==> config.mk <==
export PLATFORM = sky130hd
export DESIGN_NAME = adc_spi_reader
export DESIGN_NICKNAME = d
export VERILOG_FILES = /design/src/rtl/adc_spi_reader.sv
export SDC_FILE = /design/constraint.sdc
export NUM_CORES = 1
export LEC_CHECK = 0
export CORE_UTILIZATION = 60
export DETAILED_ROUTE_END_ITERATION = 12
export HOLD_SLACK_MARGIN = 0.03
export PLACE_DENSITY_LB_ADDON = 0.05
export SETUP_SLACK_MARGIN = 0.05
export SYNTH_ARGS = -nofsm -noshare
export SYNTH_HDL_FRONTEND = slang
export SYNTH_SLANG_ARGS = --single-unit
==> constraint.sdc <==
create_clock -name clk -period 6.2 [get_ports clk]
set_input_delay 0.62 -clock clk [delete_from_list [all_inputs] [get_ports clk]]
set_output_delay 0.62 -clock clk [all_outputs]
set_load 0.01 [all_outputs]
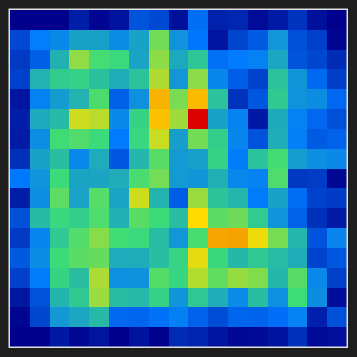
Fig. 1. Signal metal coverage by tile.
Drawn at 4 px/um. 17 x 17 tiles, from dark blue (low) to red (high), scaled to the fullest tile. Values are wire area over tile area, all layers added.
The emptiest ninth of the die: north-east. 18% of the tiles are over half the peak. The densest ninth of the die: center.
total global-route track usage: 0.283
drt wl/cell: 18.7 um
via count: 3,253
total wire length: 9.35 mm

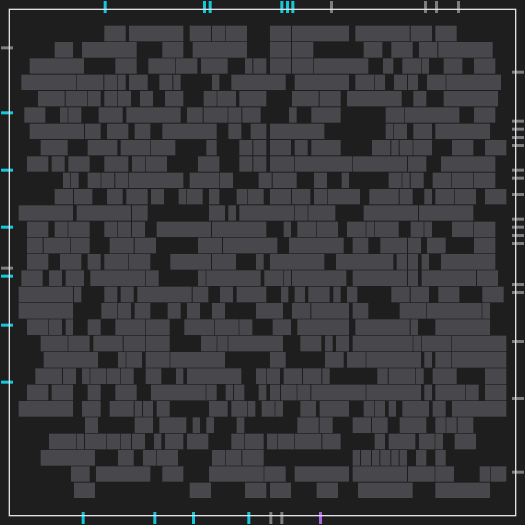
Fig. 2. Pin map.
Drawn at 6 px/um. Pins as bars across the die edge, other pins in gray.
fifo_data: drawn in cyan, pins 16, direction input, edge 6 north, 6 west, 4 south. fifo_empty: drawn in purple, pins 1, direction input, edge south.
All pins by edge: 17 east, 10 north, 8 west, 7 south.
Chip Height: 84.1 um
I/O Buffers: 41
Die Wd: 84.1 um

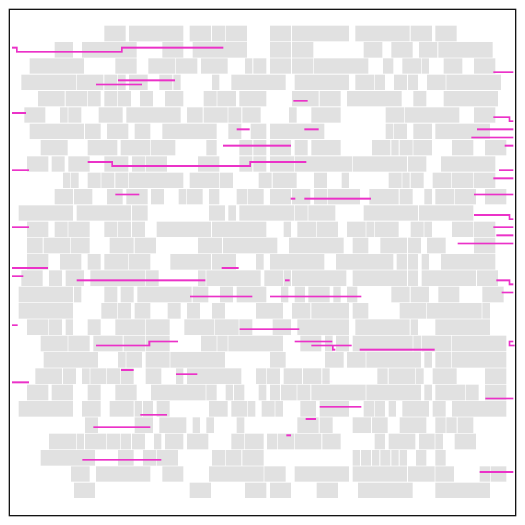
Fig. 3. Metal 3.
Drawn at 6 px/um.
The longest straight run is 23.0 um. 40 nets have wire on it. The layer carries 347 um of wire. The layer holds 3.7% of the routed length. The wires run mostly horizontal.
met3 Use GR: 0.0619

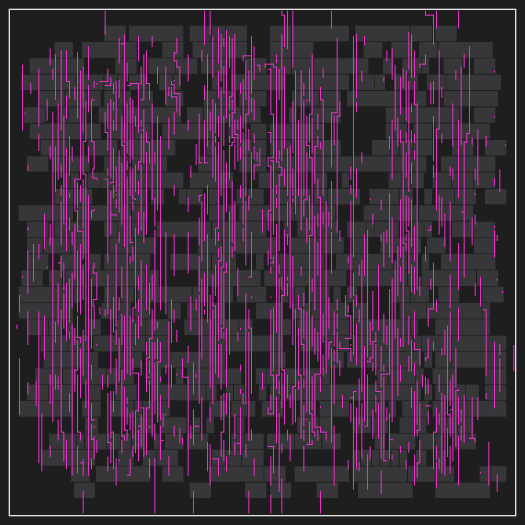
Fig. 4. Met2 routing.
Drawn at 6 px/um.
390 nets have wire on it. The wires run mostly vertical. The layer carries 4,680 um of wire. The longest straight run is 51.7 um. The layer holds 50% of the routed length.
GR Layer Usage met2: 0.486

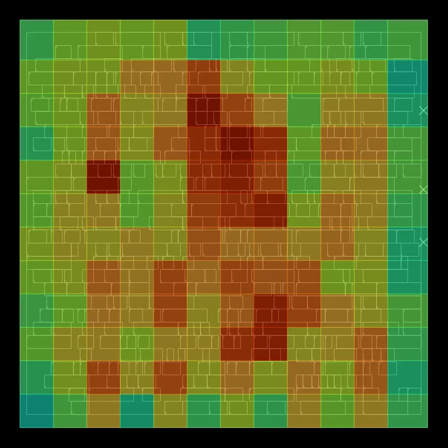
Fig. 5. Routing congestion map.
met1 usage: 0.359
layer with the highest usage: met2
Util after Layout: 0.720

==> out/metrics.csv <==
metric,value,unit
ir_drop,193,uV
cts_tree,built,
drc,6,
final-comb-area,2210,um2
power.density,349,nW/um2
clk_pin_slew,0.07,ns
ys_seq_elements,66,
final_common_cell,dfrtp_1,
ys_chip_area,4050,um2
syn_area,4050,um2
synth_cells,393,
drt-initial-drc-count,264,
r2r_setup_slack,3.32,ns
p_leak,0.00166,uW
ys_types,59,
place_inst,485,
synthAoiAreaFrac,0.199,
fp-utilization,0.630,
most_common_cell,dfrtp_1,
start_kind,flip-flop,
nFillCells,477,
taps,77,
maxSlewViolCount,0,
n_all_inverters,13,
avgSynthCellArea,10.3,um2
synthMuxAreaShare,0.0973,
p_switching,623,uW
mostFrequentLayoutCells,"63 x dfrtp_1, 40 x clkdlybuf4s50_1, 31 x nand2_1",
core_area,6420,um2
path_cells,inv_1 -> ha_1 -> nor4bb_1 -> a21boi_0 -> nor3_1 -> clkdlybuf4s50_1,
common_cells,"63 x dfrtp_1, 31 x nand2_1, 27 x mux2i_1",
cp_slowest_cell,clkdlybuf4s50_1,
clock_power,347,uW
outcome,finished with violations,
synth-main-ff-cell,dfrtp_1,
critPathMaxStageDelay,0.57,ns
clk_latency,0.35,ns
ctsHoldBuffers,0,
setup_viol,0,
hold_viol,0,
cts_resized,0,
top_area_cell,dfrtp_1,
fmax,0.312,GHz
post_route_cells_drive_above_1_share,0.156,
power,1610,uW
grt_max_degree,67,
overflow,0,
clock_cell_area_share,0.0401,
fin_ws,2.99,ns
crit_buf_inv,2,
cp.depth,6,
buffer_area_frac,0.0926,
routabilityCongestion,0.796,
drt-pass1-iter-count,10,
io_pins,42,
worst_pin_slew,1.04,ns
yosysTopAreaCellShare,0.389,
rsz0062_at_grt,false,
pre_cts_ws,3.36,ns
signal_buffers,44,
antenna_cells,0,
period_used_share,0.518,
grt_pass1_vias,3182,
ys_cells,393,
biggestCellCategory,combinational gates,
reg2reg_depth,6,
p_sw_frac,0.386,
htree_levels,3,
grt_antenna_before_repair,0,
area_leaders,"dfrtp_1 39%, mux2i_1 6.7%, a22oi_2 4.0%, mux2_2 3.1%, nand2_1 2.9%",
yosys.area_share.xor_xnor,0.0324,
cap_violations,0,
cts_root_buf,clkbuf_8,
wl_met2,4.68,mm
highest-signal-layer,met4,
warnings,28,
clkbuf_count,14,
numCtsBuffers,9,
nNetsFinal,447,
ys_top_logic_family,AND-OR/OR-AND gates,
failed_checks,design-rule violations,
holdPathStages,0,
cp_top_family,simple AND/OR/NAND/NOR gates,
area_growth,14.2,%
cts_max_path_buffers,2,
pg_seq,644,uW
yosysSeqAreaShare,0.409,
placedInstanceArea,4440,um2
p_comb,622,uW
maxSlewHeadroom,0.307,
pwr-share-clk,0.215,
fa_ha_area_frac,0.0216,
power.internal,990,uW
hold_slack,0.359,ns
share_comb_of_total_power,0.386,
placementRows,29,
critical_path_required,5.58,ns
grt_first_pass_wirelength,15.8,mm
syn-num-nets,421,
seq_cells,66,
path_max_fanout,12,
stdcell_count,501,
seqPwrFrac,0.399,
Power and IR drop assume default switching activity.
